**src/rtl/fetch_unit_if.sv**
```systemverilog
// Fetch-stage bus: instruction-memory handshake plus the decoded instruction
// handed to the datapath. The master side is the fetch unit.
interface fetch_unit_if;
  logic        imem_req;
  logic [31:0] imem_addr;
  logic        imem_ack;
  logic [31:0] imem_rdata;
  logic        inst_valid;
  logic        inst_ready;
  logic        br_taken;
  logic        jump;
  logic [31:0] inst;
  logic [15:0] imm16;
  logic        ext_sel;
  logic [31:0] pc_plus4;

  modport master (
    output imem_req, imem_addr, inst_valid, inst, imm16, ext_sel, pc_plus4,
    input  imem_ack, imem_rdata, inst_ready, br_taken, jump
  );

  modport slave (
    input  imem_req, imem_addr, inst_valid, inst, imm16, ext_sel, pc_plus4,
    output imem_ack, imem_rdata, inst_ready, br_taken, jump
  );
endinterface

```
**src/rtl/fetch_unit.sv**
```systemverilog
// Instruction fetch stage: holds the PC, fetches one word per req/ack
// transaction and redirects on branch/jump when downstream accepts.
module fetch_unit #(
  parameter logic [31:0] RESET_PC = 32'h0040_0000
) (
  input  logic         clk,
  input  logic         rst_n,
  fetch_unit_if.master bus
);

  typedef enum logic [0:0] {
    FETCH = 1'b0,
    HOLD  = 1'b1
  } state_t;

  state_t      state_r;
  state_t      state_nxt_s;
  logic [31:0] pc_r;
  logic [31:0] ir_r;
  logic [31:0] pc_nxt_s;
  logic [31:0] ir_nxt_s;
  logic [31:0] pc_plus4_s;
  logic [31:0] br_target_s;
  logic [31:0] jmp_target_s;
  logic [31:0] next_pc_s;

  // Logical-immediate opcodes (andi/ori/xori/lui) zero-extend; all others sign-extend.
  function automatic logic ext_sel_f(input logic [5:0] opcode);
    case (opcode)
      6'h0C, 6'h0D, 6'h0E, 6'h0F: ext_sel_f = 1'b0;
      default:                    ext_sel_f = 1'b1;
    endcase
  endfunction

  assign pc_plus4_s   = pc_r + 32'd4;
  assign br_target_s  = pc_plus4_s + {{14{ir_r[15]}}, ir_r[15:0], 2'b00};
  assign jmp_target_s = {pc_plus4_s[31:28], ir_r[25:0], 2'b00};

  // Redirect priority: jump over taken branch over sequential.
  always_comb begin
    next_pc_s = pc_plus4_s;
    if (bus.jump) begin
      next_pc_s = jmp_target_s;
    end else if (bus.br_taken) begin
      next_pc_s = br_target_s;
    end else begin
      next_pc_s = pc_plus4_s;
    end
  end

  // State register: FSM state, PC and instruction register.
  always_ff @(posedge clk) begin
    if (!rst_n) begin
      state_r <= FETCH;
      pc_r    <= RESET_PC;
      ir_r    <= 32'h0000_0000;
    end else begin
      state_r <= state_nxt_s;
      pc_r    <= pc_nxt_s;
      ir_r    <= ir_nxt_s;
    end
  end

  // Next-state logic: capture on ack in FETCH, advance PC on ready in HOLD.
  always_comb begin
    state_nxt_s = state_r;
    pc_nxt_s    = pc_r;
    ir_nxt_s    = ir_r;
    case (state_r)
      FETCH: begin
        if (bus.imem_ack) begin
          ir_nxt_s    = bus.imem_rdata;
          state_nxt_s = HOLD;
        end else begin
          state_nxt_s = FETCH;
        end
      end
      HOLD: begin
        if (bus.inst_ready) begin
          pc_nxt_s    = next_pc_s;
          state_nxt_s = FETCH;
        end else begin
          state_nxt_s = HOLD;
        end
      end
      default: begin
        state_nxt_s = FETCH;
      end
    endcase
  end

  // Outputs: request is suppressed while reset is asserted.
  always_comb begin
    bus.imem_req   = (state_r == FETCH) & rst_n;
    bus.imem_addr  = pc_r;
    bus.inst_valid = (state_r == HOLD);
    bus.inst       = ir_r;
    bus.imm16      = ir_r[15:0];
    bus.ext_sel    = ext_sel_f(ir_r[31:26]);
    bus.pc_plus4   = pc_plus4_s;
  end

endmodule

```
**src/flat_wrapper.sv**
```systemverilog
// flat-port wrapper written by rule: the top's interface ports become plain ports
module fetch_unit_flat 
#(
  parameter logic [31:0] RESET_PC = 32'h0040_0000
)
  (clk, rst_n, bus_imem_req, bus_imem_addr, bus_inst_valid, bus_inst, bus_imm16, bus_ext_sel, bus_pc_plus4, bus_imem_ack, bus_imem_rdata, bus_inst_ready, bus_br_taken, bus_jump);
  fetch_unit_if bus_i ();
  input  logic clk;
  input  logic rst_n;
  output wire logic [$bits(bus_i.imem_req)-1:0] bus_imem_req;
  output wire logic [$bits(bus_i.imem_addr)-1:0] bus_imem_addr;
  output wire logic [$bits(bus_i.inst_valid)-1:0] bus_inst_valid;
  output wire logic [$bits(bus_i.inst)-1:0] bus_inst;
  output wire logic [$bits(bus_i.imm16)-1:0] bus_imm16;
  output wire logic [$bits(bus_i.ext_sel)-1:0] bus_ext_sel;
  output wire logic [$bits(bus_i.pc_plus4)-1:0] bus_pc_plus4;
  input wire logic [$bits(bus_i.imem_ack)-1:0] bus_imem_ack;
  input wire logic [$bits(bus_i.imem_rdata)-1:0] bus_imem_rdata;
  input wire logic [$bits(bus_i.inst_ready)-1:0] bus_inst_ready;
  input wire logic [$bits(bus_i.br_taken)-1:0] bus_br_taken;
  input wire logic [$bits(bus_i.jump)-1:0] bus_jump;
  assign bus_imem_req = bus_i.imem_req;
  assign bus_imem_addr = bus_i.imem_addr;
  assign bus_inst_valid = bus_i.inst_valid;
  assign bus_inst = bus_i.inst;
  assign bus_imm16 = bus_i.imm16;
  assign bus_ext_sel = bus_i.ext_sel;
  assign bus_pc_plus4 = bus_i.pc_plus4;
  assign bus_i.imem_ack = bus_imem_ack;
  assign bus_i.imem_rdata = bus_imem_rdata;
  assign bus_i.inst_ready = bus_inst_ready;
  assign bus_i.br_taken = bus_br_taken;
  assign bus_i.jump = bus_jump;
  fetch_unit #(.RESET_PC(RESET_PC)) u_core (.clk(clk), .rst_n(rst_n), .bus(bus_i));
endmodule
```
**config.mk**
```make
export PLATFORM = sky130hd
export DESIGN_NAME = fetch_unit_flat
export DESIGN_NICKNAME = d
export VERILOG_FILES = /design/src/rtl/fetch_unit_if.sv /design/src/rtl/fetch_unit.sv /design/src/flat_wrapper.sv
export SDC_FILE = /design/constraint.sdc
export NUM_CORES = 1
export LEC_CHECK = 0
export CORE_MARGIN = 3
export CORE_UTILIZATION = 45
export DETAILED_ROUTE_END_ITERATION = 12
export GPL_TIMING_DRIVEN = 0
export HOLD_SLACK_MARGIN = 0.03
export PLACE_DENSITY = 0.78
export SYNTH_ARGS = -nofsm -noshare
export SYNTH_HDL_FRONTEND = slang
export SYNTH_SLANG_ARGS = --single-unit
export TNS_END_PERCENT = 50
```
**constraint.sdc**
```tcl
create_clock -name clk -period 4.2 [get_ports clk]
set_input_delay 0.84 -clock clk [delete_from_list [all_inputs] [get_ports clk]]
set_output_delay 0.84 -clock clk [all_outputs]
set_load 0.02 [all_outputs]
```
==> flow_summary_export.csv, run 1 <==
group,metric,value,unit
global_routing,overflow,0,
worst_setup_path,cp_max_fo,6,
timing,min_period_over_period,95.52,%
cts,cts_buffers,9,
yosys,netlist_instances,658,
power,powerComb,0.000488,W
min_path,hold_class,"flop to flop",
yosys,ys_types,73,
yosys,yosys_area,5089,sq um
yosys,synth_top_area_share,24.78,%
yosys,edf_count,0,
layout,final_nets,902,
place,place_hpwl,14040,microns
worst_setup_path,worst_ep_required_time,4440,ps
die,die_h,112.3,microns
drt,via_per_inst,5.889,
layout,seq_area_share,17.42,%
place,io_buffers,147,
layout,utilization,66.60,%
power,power,0.002014,W
layout,comb_share,50.32,%
yosys,aoi_share,27.07,%
yosys,yosysCellCount,658,
power,p_switching,0.0005862,W
outcome,outcome,"finished clean",
global_routing,antenna_found_initial,0,
die,tapCellCount,140,
cts,clock_sinks,63,
die,core-area,10940,sq um
power,power_frac_comb,24.2,%
cts,cts_setup_buffers,0,
place,place.gp.congestion,0.8993,
drt,wl,18270,microns
power,power-top-group,"clock",
timing,drv_slew,0,
die,io_pins,153,
die,rows,38,
worst_setup_path,cp.arrival,4250,ps
drt,drc,0,
yosys,synth.top_cells.by_count,"nand2_1 (127), dfxtp_1 (63), a21oi_1 (37)",
cts,ctsRootBufferMaster,"clkbuf_16",
cts,clock_latency,320,ps
layout,final_cell_mix,"clkdlybuf4s50_1 (147), nand2_1 (127), dfxtp_1 (57), a21oi_1 (37)",
drt,drtIter0Drc,684,
timing,relSlewSlack,20.97,%
timing,fin_crit,4012,ps
yosys,synth-seq-cells,63,
worst_setup_path,crit_family,"AND-OR/OR-AND gates",
layout,area_growth,43.13,%
yosys,top_cells_by_area,"dfxtp_1 (25%), nand2_1 (9.4%), ha_1 (8.9%)",
layout,instances_no_fill,972,
global_routing,grt_pass1_wl,28710,microns
timing,fin_tns_setup,0,ps
place,dpl_cell_area,6746,sq um
worst_setup_path,worstSetupPathType,"flop to flop",
timing,max_freq,0.2493,GHz
power,leakage,2.983,nW
layout,signal_buffers,206,
layout,logic_area,3665,sq um
die,chip_area,12620,sq um
layout,drive_gt1_share,10.70,%
==> run 1: path summary, 6_finish.rpt <==
check | start | to | slack (ps) | cells after the start
setup / recovery | u_core.bus.imem_addr[3] | u_core.bus.imem_addr[29] | 190 | 14
hold / removal | u_core.bus.inst[27] | u_core.bus.inst[27] | 480 | 2
setup reg to reg | u_core.bus.imem_addr[3] | u_core.bus.imem_addr[29] | 190 | 14
hold reg to reg | u_core.bus.inst[27] | u_core.bus.inst[27] | 480 | 2
==> run 1: sequential cells by signal, summed over array words and instances (netlist names) <==
signal                 flops
u_core.bus.imem_addr      30
u_core.bus.inst           32
u_core.bus.inst_valid      1
==> run 1: metal layers <==
layer	routed length (microns)	vias up	track usage, %
li1	-	2683	-
met1	7525	2665	38.10
met2	8453	331	44.62
met3	1843	45	5.337
met4	449	0	8.574
met5	0	-	0
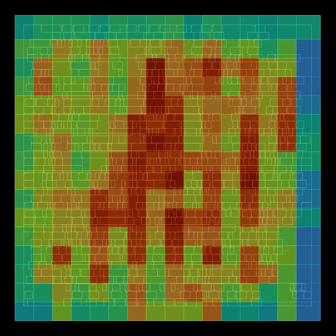
Run 1: track usage over the die
met3 usage: 5.337%
GRT Overall Usage: 27.85%

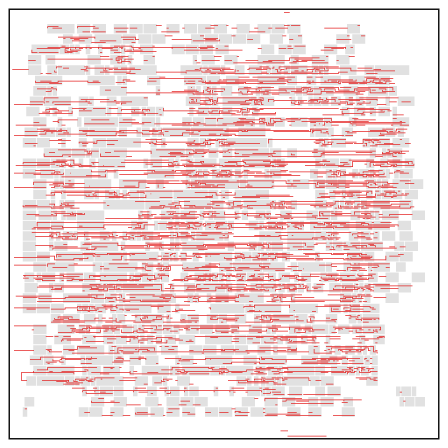
Run 1: metal 1
main direction	horizontal
nets with wire on the layer	819
longest straight run	46.9 microns
wire length on this layer	7530 microns
share of all routed wire	41%

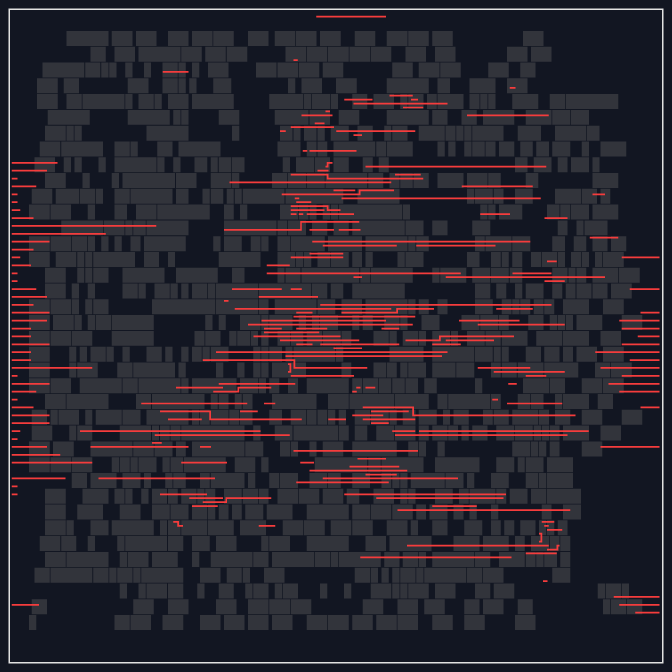
Run 1: metal 3
main direction	horizontal
nets with wire on the layer	166
wire length on this layer	1840 microns
longest straight run	39.6 microns

==> run 1 -> run 2 <==
--- a/config.mk
+++ b/config.mk
@@ -6,11 +6,11 @@
 export NUM_CORES = 1
 export LEC_CHECK = 0
 export CORE_MARGIN = 3
-export CORE_UTILIZATION = 45
+export CORE_UTILIZATION = 48
 export DETAILED_ROUTE_END_ITERATION = 12
 export GPL_TIMING_DRIVEN = 0
 export HOLD_SLACK_MARGIN = 0.03
-export PLACE_DENSITY = 0.78
+export PLACE_DENSITY = 0.82
 export SYNTH_ARGS = -nofsm -noshare
 export SYNTH_HDL_FRONTEND = slang
 export SYNTH_SLANG_ARGS = --single-unit
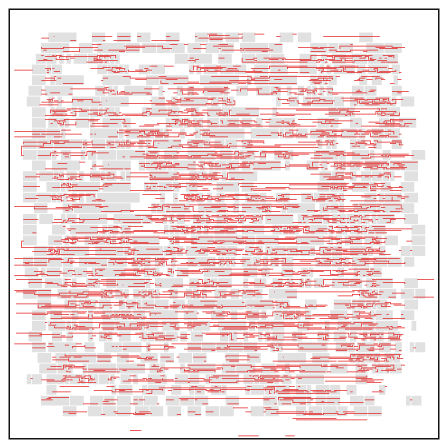
Run 2: metal 1
nets with wire on the layer	813
wire length on this layer	7590 microns
main direction	horizontal

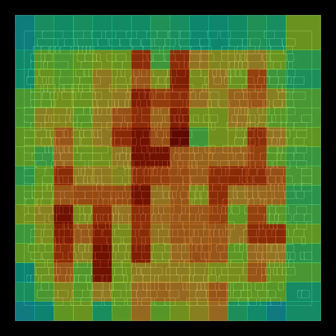
Run 2: track usage over the die
met3 usage: 5.033%
Core Util, Final: 70.53%
DR WL/cell: 18.86 microns

==> flow_summary_export.csv, run 2 <==
group,metric,value,unit
outcome,outcome,"finished clean",
drt,drc,0,
cts,clockBufferDepth,2,
drt,wl,18130,microns
yosys,xor_area_share,8.434,%
drt,wl_met2,8484,microns
global_routing,antenna_found_initial,0,
power,p_switching,0.0005833,W
global_routing,grt_pass1_wl,28560,microns
yosys,synth.cellmix.adderShare,9.245,%
worst_setup_path,endpoint_kind,"flop",
worst_setup_path,r2r-end,"u_core.bus.imem_addr[29]",
timing,max_freq,0.2490,GHz
yosys,aoi_share,27.07,%
timing,min_period_over_period,95.63,%
worst_setup_path,worst_ep_required_time,4480,ps
yosys,yosys.area_share.simple,22.60,%
global_routing,track_usage,30.66,%
cts,cts_hold_buf,0,
die,die_h,109.0,microns
cts,cts_tree,"done",
power,p_int,0.001180,W
yosys,ys_types,73,
timing,setup_ws,183.4,ps
worst_setup_path,rr_worst_depth,14,
power,leakage,2.892,nW
yosys,synth_seq_share,24.78,%
yosys,top_cells_by_area,"dfxtp_1 (25%), nand2_1 (9.4%), ha_1 (8.9%)",
worst_setup_path,cp_max_fo,8,
power,pg_seq,0.000675,W
power,power_frac_clock,34.1,%
yosys,ys_sh_mux,1.795,%
worst_setup_path,timing.rr.start,"u_core.bus.imem_addr[4]",
min_path,hold_class,"flop to flop",
global_routing,grt-busiest-layer,"met2",
timing,drv_slew,0,
min_path,worstHoldPathCells,2,
power,ir_worst_vdd,181.9,uV
yosys,edf_count,0,
timing,fin_crit,4017,ps
layout,area_growth,39.22,%
timing,worst_pin_slew,1098,ps
min_path,whs_endpoint,"u_core.bus.inst[26]",
place,place_hpwl,14040,microns
global_routing,use_met2,49.69,%
worst_setup_path,worstSetupPathType,"flop to flop",
die,io_pins,153,
drt,via_per_inst,5.903,
timing,fin_tns_setup,0,ps
place,io_buffers,147,
timing,hold_violations,0,
yosys,yosys_warnings,0,
drt,vias,5673,
worst_setup_path,cp.arrival,4300,ps
yosys,synth_top_area_share,24.78,%
drt,top_layer_used,"met4",
power,power,0.001764,W
yosys,synth.top_cells.by_count,"nand2_1 (127), dfxtp_1 (63), a21oi_1 (37)",
layout,antenna_cells,0,
power,p_clk,0.000602,W
timing,rsz0062_at_grt,"true",
drt,met1Wirelength,7590,microns
cts,ctsRootBufferMaster,"clkbuf_8",
die,fp_util,50.66,%
place,place.gp.congestion,0.8915,
cts,cts.repair.resized,5,
timing,setup_viol,0,
power,power-top-group,"registers",
worst_setup_path,startpoint_type,"flop",
yosys,flop_cell,"dfxtp_1",
yosys,synth.avg_cell_area,7.733,sq um
cts,cts_buffers,9,
layout,drive_gt1_share,9.541,%
min_path,hold_start,"u_core.bus.inst[26]",
flow_run,warnings,33,
drt,ant_nets,0,
die,core-area,10040,sq um
timing,holdWs,470.4,ps
yosys,yosys_area,5089,sq um
die,die_width,109.0,microns
layout,final_area,7084,sq um
global_routing,gr-usage-met1,41.97,%
power,powerComb,0.000486,W
yosys,syn_area,5089,sq um
power,pwr-share-seq,38.3,%
drt,drt_pass1_iterations,5,
place,dpl_cell_area,6738,sq um
yosys,yosysCellCount,658,
place,place_worst_setup_slack,-66.34,ps
power,sw_frac_of_total,33.07,%
cts,clock_latency,360,ps
power,power_frac_comb,27.6,%
yosys,netlist_instances,658,
layout,final_cell_mix,"clkdlybuf4s50_1 (147), nand2_1 (127), dfxtp_1 (60), a21oi_1 (37), ha_1 (35)",
yosys,ys_top_logic_family,"AND-OR/OR-AND gates",
cts,cts_setup_buffers,0,
global_routing,grt_max_degree,28,
drt,drtIter0Drc,559,
layout,instances_no_fill,961,
worst_setup_path,crit_end,"u_core.bus.imem_addr[29]",
worst_setup_path,r2r_slack,180,ps
layout,final_nets,898,
global_routing,overflow,0,
yosys,synth.most_common_cell,"nand2_1",
cts,clock_sinks,63,
die,chip_area,11870,sq um
yosys,ys_async_sr_fraction,0,%
cts,htree_levels,3,
yosys,yosys.area.top_type,"dfxtp_1",
flow_run,max_cap_viol_count,0,
drt,route.met3.wl,1821,microns
layout,layout_top_cell,"clkdlybuf4s50_1",
global_routing,grt_pass1_vias,5398,
timing,finClkSkew,13.25,ps
yosys,synth-seq-cells,63,
cts,clkTransAtPathRegs,80,ps
timing,relSlewSlack,26.71,%
layout,largest_reg_flops,32,
die,rows,36,
worst_setup_path,cp-startpoint,"u_core.bus.imem_addr[4]",
place,dpl.cell_count,941,
power,p_per_area,248.9,nW/um^2
==> run 2: cell counts after synthesis <==
Identical to the previous run, type by type.
==> run 2: critical path, cell delays in order, from the launching register on <==
cell and delay (ps):
dfxtp_1 510, nand3_1 230, nor2_2 310, nand2_1 130, nor2_1 120, xor2_1 380
ha_1 360, o21ai_1 160, a21oi_1 100, a211oi_2 290, a211oi_2 120, or3_4 370
a311oi_2 310, mux2_4 340, a211oi_2 220
==> run 2: final cells by class <==
| class | count | area [sq um] |
|---|---|---|
| Timing Repair Buffer | 151 | 1501 |
| Tap cell | 133 | 166.4 |
| Fill cell | 815 | 2960 |
| Sequential cell | 63 | 1265 |
| Clock buffer | 9 | 123.9 |
| Clock inverter | 7 | 97.59 |
| Multi-Input combinational cell | 537 | 3625 |
| Buffer | 51 | 267.8 |
| Inverter | 10 | 37.54 |
Power figures rest on the tool's default switching activity, not on a simulated workload.
